<file path="config.mk">
export PLATFORM = sky130hd
export DESIGN_NAME = branch_predict_eval
export DESIGN_NICKNAME = d
export VERILOG_FILES = /design/src/rtl/branch_predict_eval.sv
export SDC_FILE = /design/constraint.sdc
export NUM_CORES = 1
export LEC_CHECK = 0
export CORE_MARGIN = 2
export CORE_UTILIZATION = 45
export CTS_CLUSTER_SIZE = 40
export DETAILED_ROUTE_END_ITERATION = 6
export PLACE_DENSITY = 0.69
export SLEW_MARGIN = 20
export SYNTH_ARGS = -nofsm -noshare
export SYNTH_HDL_FRONTEND = slang
export SYNTH_SLANG_ARGS = --single-unit
</file>
<file path="constraint.sdc">
create_clock -name clk -period 6.9 [get_ports clk]
set_input_delay 1.38 -clock clk [delete_from_list [all_inputs] [get_ports clk]]
set_output_delay 1.38 -clock clk [all_outputs]
set_load 0.005 [all_outputs]
</file>
<file path="src/rtl/branch_predict_eval.sv">
// -----------------------------------------------------------------------------
// branch_predict_eval
//
// Execute-stage branch evaluation unit. It resolves the branch condition from
// the ALU result, compares the outcome with the prediction that travelled down
// the pipe, and keeps a direct-mapped table of saturating-counter predictors.
// Fetch reads that table through a registered prediction port. Two saturating
// statistics counters track resolved conditional branches and mispredictions.
//
// Ports
//   clk             rising-edge clock
//   rstn            asynchronous active-low reset
//   pred_valid      fetch requests a prediction this cycle
//   pred_pc         PC of the fetched instruction
//   pred_out_valid  registered: prediction available (one cycle after request)
//   pred_taken      registered: predicted direction (holds when no request)
//   res_valid       a branch or jump resolves this cycle
//   res_pc          PC of the resolving instruction
//   ALU_Out         ALU result feeding the condition
//   Cond            0 = NE (non-branch), 1 = ALU (taken if ALU_Out != 0),
//                   2 = NALU (taken if ALU_Out == 0), 3 = AL (always taken)
//   res_pred_taken  prediction carried with the resolving instruction
//   branch_taken    combinational resolved direction, 0 when res_valid = 0
//   mispredict      registered one-cycle pulse for the flush logic
//   stat_clr        synchronous clear of both statistics counters
//   branch_cnt      saturating count of table updates (ALU/NALU resolves)
//   mispred_cnt     saturating count of mispredictions (AL included)
//
// Handshake semantics: pred_valid and res_valid are single-cycle qualifiers
// with no backpressure. Each cycle in which a valid is high is exactly one
// request; the unit always accepts it. pred_out_valid is high for exactly the
// one cycle following an accepted prediction request.
// -----------------------------------------------------------------------------
module branch_predict_eval #(
  parameter int WordSize    = 32,
  parameter int IndexBits   = 6,
  parameter int CounterBits = 2,
  parameter int StatBits    = 16
) (
  input  logic                clk,
  input  logic                rstn,
  input  logic                pred_valid,
  input  logic [WordSize-1:0] pred_pc,
  output logic                pred_out_valid,
  output logic                pred_taken,
  input  logic                res_valid,
  input  logic [WordSize-1:0] res_pc,
  input  logic [WordSize-1:0] ALU_Out,
  input  logic [1:0]          Cond,
  input  logic                res_pred_taken,
  output logic                branch_taken,
  output logic                mispredict,
  input  logic                stat_clr,
  output logic [StatBits-1:0] branch_cnt,
  output logic [StatBits-1:0] mispred_cnt
);

  localparam int Entries = 1 << IndexBits;

  localparam logic [1:0] CondNe   = 2'd0;
  localparam logic [1:0] CondAlu  = 2'd1;
  localparam logic [1:0] CondNalu = 2'd2;
  localparam logic [1:0] CondAl   = 2'd3;

  // Counters reset to "weakly not-taken": the largest value whose MSB is 0.
  localparam logic [CounterBits-1:0] CntInit = CounterBits'((1 << (CounterBits - 1)) - 1);
  localparam logic [CounterBits-1:0] CntMax  = '1;
  localparam logic [CounterBits-1:0] CntZero = '0;
  localparam logic [CounterBits-1:0] CntOne  = CounterBits'(1);

  localparam logic [StatBits-1:0] StatMax = '1;
  localparam logic [StatBits-1:0] StatOne = StatBits'(1);

  // ---------------------------------------------------------------------------
  // Index extraction. Bits [1:0] and everything above IndexBits+1 are dropped
  // on purpose, so PCs differing only there alias onto one entry.
  // ---------------------------------------------------------------------------
  logic [IndexBits-1:0] pred_idx;
  logic [IndexBits-1:0] res_idx;

  assign pred_idx = pred_pc[IndexBits+1:2];
  assign res_idx  = res_pc[IndexBits+1:2];

  logic unused_pc_bits;
  assign unused_pc_bits = ^{pred_pc[WordSize-1:IndexBits+2], pred_pc[1:0],
                            res_pc[WordSize-1:IndexBits+2], res_pc[1:0]};

  // ---------------------------------------------------------------------------
  // Predictor table storage
  // ---------------------------------------------------------------------------
  logic [CounterBits-1:0] table_q [Entries];

  // ---------------------------------------------------------------------------
  // Resolution: purely combinational so the flush decision can be registered
  // in the same cycle the branch resolves.
  // ---------------------------------------------------------------------------
  logic cond_true;

  always_comb begin
    cond_true = 1'b0;
    case (Cond)
      CondAlu:  cond_true = |ALU_Out;
      CondNalu: cond_true = ~|ALU_Out;
      CondAl:   cond_true = 1'b1;
      default:  cond_true = 1'b0;
    endcase
    branch_taken = res_valid & cond_true;
  end

  // Non-branches never mispredict whatever prediction they carry; jumps do
  // when fetch guessed not-taken.
  logic mispred_cond;
  assign mispred_cond = res_valid && (Cond != CondNe) && (branch_taken != res_pred_taken);

  // Only true conditional branches train the table; jumps are always taken and
  // would just push entries toward taken without telling us anything.
  logic update_en;
  assign update_en = res_valid && ((Cond == CondAlu) || (Cond == CondNalu));

  // ---------------------------------------------------------------------------
  // Next value of the entry being trained (saturating, never wraps)
  // ---------------------------------------------------------------------------
  logic [CounterBits-1:0] cnt_cur;
  logic [CounterBits-1:0] cnt_next;

  always_comb begin
    cnt_cur  = table_q[res_idx];
    cnt_next = cnt_cur;
    if (branch_taken) begin
      if (cnt_cur != CntMax) begin
        cnt_next = cnt_cur + CntOne;
      end
    end else begin
      if (cnt_cur != CntZero) begin
        cnt_next = cnt_cur - CntOne;
      end
    end
  end

  // ---------------------------------------------------------------------------
  // Table update
  // ---------------------------------------------------------------------------
  always_ff @(posedge clk or negedge rstn) begin
    if (!rstn) begin
      table_q <= '{default: CntInit};
    end else if (update_en) begin
      table_q[res_idx] <= cnt_next;
    end
  end

  // ---------------------------------------------------------------------------
  // Prediction port. The read uses table_q as it stands before this edge, so a
  // same-cycle update to the same entry is not visible until the next request.
  // ---------------------------------------------------------------------------
  always_ff @(posedge clk or negedge rstn) begin
    if (!rstn) begin
      pred_out_valid <= 1'b0;
      pred_taken     <= 1'b0;
    end else begin
      pred_out_valid <= pred_valid;
      if (pred_valid) begin
        pred_taken <= table_q[pred_idx][CounterBits-1];
      end
    end
  end

  // ---------------------------------------------------------------------------
  // Mispredict pulse
  // ---------------------------------------------------------------------------
  always_ff @(posedge clk or negedge rstn) begin
    if (!rstn) begin
      mispredict <= 1'b0;
    end else begin
      mispredict <= mispred_cond;
    end
  end

  // ---------------------------------------------------------------------------
  // Statistics. Clear wins over a same-cycle increment; both counters stick
  // at all-ones rather than wrapping back to a misleading small value.
  // ---------------------------------------------------------------------------
  always_ff @(posedge clk or negedge rstn) begin
    if (!rstn) begin
      branch_cnt  <= '0;
      mispred_cnt <= '0;
    end else if (stat_clr) begin
      branch_cnt  <= '0;
      mispred_cnt <= '0;
    end else begin
      if (update_en && (branch_cnt != StatMax)) begin
        branch_cnt <= branch_cnt + StatOne;
      end
      if (mispred_cond && (mispred_cnt != StatMax)) begin
        mispred_cnt <= mispred_cnt + StatOne;
      end
    end
  end

endmodule

</file>
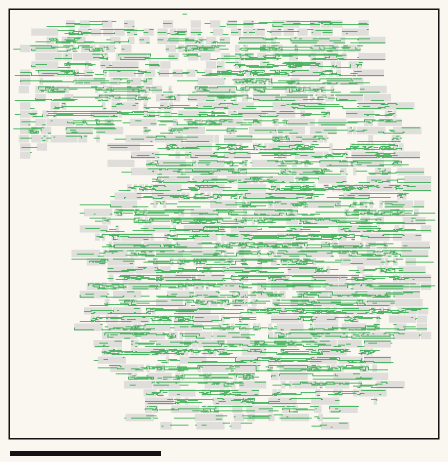
*The metal 1 layer, run 1*
Bar = 50 µm. Cells faint in the background.
nets with wire on the layer: 896
main direction: horizontal
share of all routed wire: 46%
wire length on this layer: 10200 µm
count of vias placed by the detailed router: 6759
DRT Wirelength: 22.19 mm
global routing met1 resource utilization: 0.3327

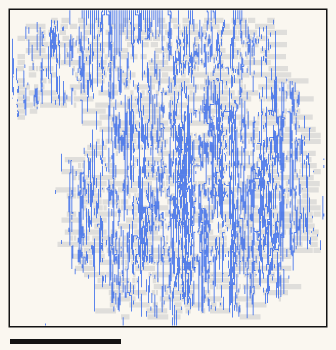
*M2 wires, run 1*
Bar = 50 µm. Cells faint in the background.
main direction: vertical
nets with wire on the layer: 784
longest straight run: 61.9 µm

==> results.py, run 1 <==
# Physical implementation metrics
metrics = {
    "power": {
        "p_leak_nw": 3.832,
        "power.largest_group": "sequential cells",
        "internal_power_mw": 1.762,
        "power.ir.vdd_worst_mv": 0.1508,
        "clockPowerShare": 0.441,
        "combinational_cell_fraction_of_total_power": 0.107,
        "p_sw_frac": 0.2387,
        "seq-power_mw": 1.05,
        "power_combinational_mw": 0.247,
        "power_density_nw_per_um2": 227.6,
        "seq_pwr_share": 0.452,
        "p_switching_mw": 0.5523,
        "design_power_total_mw": 2.314,
    },
    "route": {
        "wirelength_met1_mm": 10.24,
        "drt_drc_violations_left": 0,
        "wl_per_cell_um": 19.03,
        "wl_met3_mm": 1.242,
        "met2_wirelength_mm": 10.29,
        "drt_first_iter_violations": 581,
        "detail-route-antenna-nets": 0,
    },
    "global_route": {
        "grt_pass1_wl_mm": 35.89,
        "use_met2": 0.3501,
        "grt.met3_usage": 0.04812,
    },
    "layout": {
        "logic_area_um2": 4103,
        "design.seq.count": 163,
        "layoutNonFillerInstCount": 1166,
        "multiInputCombCellCount": 631,
        "clock_tree_area_fraction": 0.06153,
        "seq_area_frac": 0.4091,
        "layout_top_cell_excl_fill_tap": "sky130_fd_sc_hd__nand2_1",
        "layout.nonclk_buf_frac": 0.09414,
        "sh_comb_area": 0.4035,
        "n_fill_cell": 1640,
        "top_regs": "table_q (128), branch_cnt (16), mispred_cnt (16)",
        "lay_top_cells": "sky130_fd_sc_hd__nand2_1, sky130_fd_sc_hd__dfrtp_1, sky130_fd_sc_hd__o21ai_0",
        "finish.instance_area_um2": 10170,
        "num-nonclk-inverters": 8,
        "largest_register_ffs": 128,
    },
    "logic_synthesis": {
        "syn_area_per_cell_um2": 10.02,
        "ys.flops": 163,
        "post_synth_instance_area_um2": 8568,
        "post_synth_most_frequent_cells": "sky130_fd_sc_hd__nand2_1, sky130_fd_sc_hd__dfrtp_1, sky130_fd_sc_hd__o21ai_0, sky130_fd_sc_hd__nor2_1, sky130_fd_sc_hd__dfstp_2",
        "synth.yosys.num_cells": 855,
        "synth-seq-area-share": 0.4854,
        "post_synth_inst_count": 855,
        "synth.top_cells.by_area": "sky130_fd_sc_hd__dfrtp_1, sky130_fd_sc_hd__dfstp_2, sky130_fd_sc_hd__mux4_2, sky130_fd_sc_hd__nand2_1, sky130_fd_sc_hd__o21ai_0",
        "post_synth_and_or_nand_nor_area_fraction": 0.1838,
        "synth_top_flop_cell": "sky130_fd_sc_hd__dfrtp_1",
        "top_area_frac": 0.2891,
        "aoi_share": 0.1282,
        "yosys-mux-area-fraction": 0.1339,
        "ys_top_logic_family": "simple AND/OR/NAND/NOR gates",
        "post_synth_fa_ha_maj_area_fraction": 0.004381,
    },
    "placed_design": {
        "port-buffer-count": 87,
        "post_dp_cell_area_um2": 9542,
        "place.detailed.instances": 1134,
    },
    "sta": {
        "fmax_ghz": 0.1974,
        "unrepaired_setup_endpoints_after_global_routing": "no",
        "finalCriticalPeriod_ns": 5.066,
        "final_max_slew_viol_count": 0,
        "finalHoldWorstSlack_ns": 0.4756,
        "setup_ws_ns": 1.834,
        "final.period_utilization": 0.7341,
        "setup_violators_final": 0,
        "worst_slew_pin_slew_ns": 1.108,
    },
    "clock_tree": {
        "clock_sinks": 163,
        "cts-root-to-sink-buffers": 2,
        "clock_insertion_delay_worst_skew_ns": 0.43,
        "cts-hold-fix-buffers": 0,
        "clock_tree.root_cell": "sky130_fd_sc_hd__clkbuf_16",
        "clock_transition_at_the_registers_of_the_reported_paths_ns": 0.06,
    },
    "floorplanning": {
        "taps": 234,
        "die_h_um": 142.0,
        "num_rows": 50,
        "fp.coreArea_um2": 18710,
        "chip_area_um2": 20160,
    },
    "setup_path": {
        "r2r_setup_slack_ns": 3.58,
        "timing.critical_path.fanout_max": 4,
        "rr_worst_depth": 9,
        "path_depth": 6,
        "worst_r2r_endpoint": "table_q[37]$_DFFE_PN0P_",
        "cpLargestDelayFamily": "buffers and inverters",
        "critical_path.n_buffers_inverters": 2,
        "path_cells": "clkdlybuf4s50_1 > nor4_1 > nand4_1 > nor3_1 > o21a_1 > clkdlybuf4s50_1",
        "crit_top_cell": "sky130_fd_sc_hd__clkdlybuf4s50_1",
        "worst_setup_path_startpoint": "ALU_Out[5]",
    },
    "worst_hold_path": {
        "hp-class": "reg -> reg",
        "worst_hold_path_endpoint": "table_q[102]$_DFFE_PN1P_",
        "source_of_the_worst_hold_timing_path": "table_q[102]$_DFFE_PN1P_",
    },
    "run_status": {
        "outcome": "complete, no violations",
    },
}
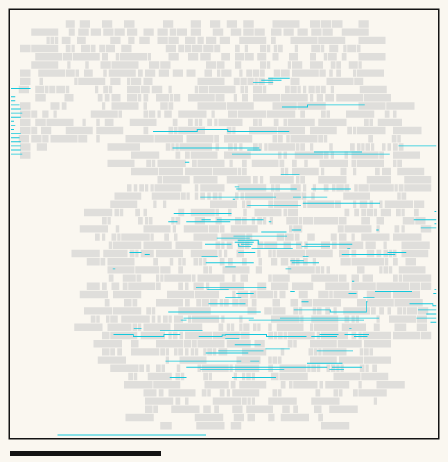
*M3 wires, run 1*
Bar = 50 µm. Cells faint in the background.
main direction: horizontal
wire length on this layer: 1240 µm
nets with wire on the layer: 83

==> inputs of run 2 (changes only) <==
- PLACE_DENSITY: 0.69 -> 0.72
- clock period: 6.9 -> 4.4 ns (I/O delays scaled with it)
==> results.py, run 2 <==
# Physical implementation metrics
metrics = {
    "layout": {
        "layoutNonFillerInstCount": 1183,
        "n_fill_cell": 1607,
        "largest_register_ffs": 128,
        "seq_area_frac": 0.4026,
        "lay_top_cells": "sky130_fd_sc_hd__nand2_1, sky130_fd_sc_hd__dfrtp_1, sky130_fd_sc_hd__o21ai_0",
        "num-nonclk-inverters": 8,
        "top_regs": "table_q (128), branch_cnt (16), mispred_cnt (16)",
        "multiInputCombCellCount": 631,
        "clock_tree_area_fraction": 0.05838,
        "sh_comb_area": 0.3972,
        "layout_top_cell_excl_fill_tap": "sky130_fd_sc_hd__nand2_1",
        "final_net_count": 1043,
        "logic_area_um2": 4103,
        "finish.instance_area_um2": 10330,
        "post_route_cells_drive_above_1_share": 0.1939,
        "layout.nonclk_buf_frac": 0.1106,
    },
    "setup_path": {
        "rr_worst_depth": 9,
        "crit_top_cell": "sky130_fd_sc_hd__clkdlybuf4s50_1",
        "cpLargestDelayFamily": "buffers and inverters",
        "worst_r2r_endpoint": "table_q[23]$_DFFE_PN0P_",
        "path_cells": "clkdlybuf4s50_1 > nor4_1 > nand4_1 > nor3_1 > o21a_1 > clkdlybuf4s50_1",
        "timing.critical_path.fanout_max": 4,
        "regToRegStartpoint": "table_q[0]$_DFFE_PN1P_",
        "r2r_setup_slack_ns": 1.47,
        "critical_path.n_buffers_inverters": 2,
        "worst_setup_path_startpoint": "ALU_Out[20]",
        "path_depth": 6,
    },
    "global_route": {
        "use_met2": 0.3664,
        "gr-usage-met1": 0.3212,
        "grt_pass1_vias": 6699,
        "grt_pass1_wl_mm": 36.40,
    },
    "logic_synthesis": {
        "post_synth_most_frequent_cells": "sky130_fd_sc_hd__nand2_1, sky130_fd_sc_hd__dfrtp_1, sky130_fd_sc_hd__o21ai_0, sky130_fd_sc_hd__nor2_1, sky130_fd_sc_hd__dfstp_2",
        "ys_top_logic_family": "simple AND/OR/NAND/NOR gates",
        "post_synth_and_or_nand_nor_area_fraction": 0.1838,
        "yosys-mux-area-fraction": 0.1339,
        "syn_area_per_cell_um2": 10.02,
        "synth.top_cells.by_area": "sky130_fd_sc_hd__dfrtp_1, sky130_fd_sc_hd__dfstp_2, sky130_fd_sc_hd__mux4_2, sky130_fd_sc_hd__nand2_1, sky130_fd_sc_hd__o21ai_0",
        "synth.yosys.num_cells": 855,
        "post_synth_fa_ha_maj_area_fraction": 0.004381,
        "top_area_frac": 0.2891,
        "aoi_share": 0.1282,
        "synth-seq-area-share": 0.4854,
        "synth_top_flop_cell": "sky130_fd_sc_hd__dfrtp_1",
        "ys_chip_area_um2": 8568,
        "post_synth_instance_area_um2": 8568,
    },
    "power": {
        "p_leak_nw": 3.931,
        "power.largest_group": "sequential cells",
        "p_switching_mw": 0.8950,
        "clockPowerShare": 0.427,
        "design_power_total_mw": 3.574,
        "internal_power_mw": 2.679,
        "combinational_cell_fraction_of_total_power": 0.114,
        "power_density_nw_per_um2": 346.0,
        "seq-power_mw": 1.64,
        "power_combinational_mw": 0.406,
        "p_sw_frac": 0.2504,
    },
    "sta": {
        "setup_violators_final": 0,
        "finalCriticalPeriod_ns": 3.814,
        "fmax_ghz": 0.2622,
        "setup_ws_ns": 0.5858,
        "unrepaired_setup_endpoints_after_global_routing": "no",
        "worst_slew_pin_slew_ns": 1.002,
        "final_max_slew_viol_count": 0,
    },
    "clock_tree": {
        "clock_transition_at_the_registers_of_the_reported_paths_ns": 0.06,
        "clock_tree.root_cell": "sky130_fd_sc_hd__clkbuf_16",
        "cts-hold-fix-buffers": 0,
        "clock_sinks": 163,
        "clock_insertion_delay_worst_skew_ns": 0.44,
        "cts-root-to-sink-buffers": 2,
    },
    "route": {
        "wirelength_met1_mm": 9.869,
        "detail-route-antenna-nets": 0,
        "vias": 6892,
        "drt_drc_violations_left": 0,
        "wl_per_cell_um": 19.27,
        "postRouteWirelength_mm": 22.80,
        "wl_met3_mm": 1.305,
        "met2_wirelength_mm": 10.96,
    },
    "placed_design": {
        "place.detailed.instances": 1150,
        "port-buffer-count": 87,
        "post_dp_cell_area_um2": 9699,
    },
    "run_status": {
        "outcome": "complete, no violations",
    },
    "floorplanning": {
        "num_rows": 50,
        "die_h_um": 142.0,
        "fp.coreArea_um2": 18710,
        "chip_area_um2": 20160,
    },
    "worst_hold_path": {
        "hp-class": "in -> async",
    },
}
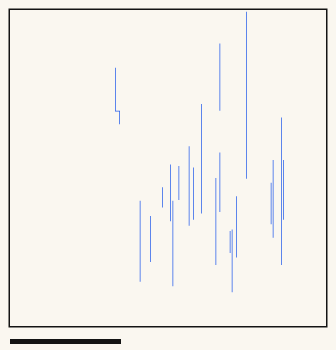
*M4 wires, run 2*
Bar = 50 µm.
wire length on this layer: 658 µm
main direction: vertical

No activity file was given, so power comes from the tool's default toggle rates.
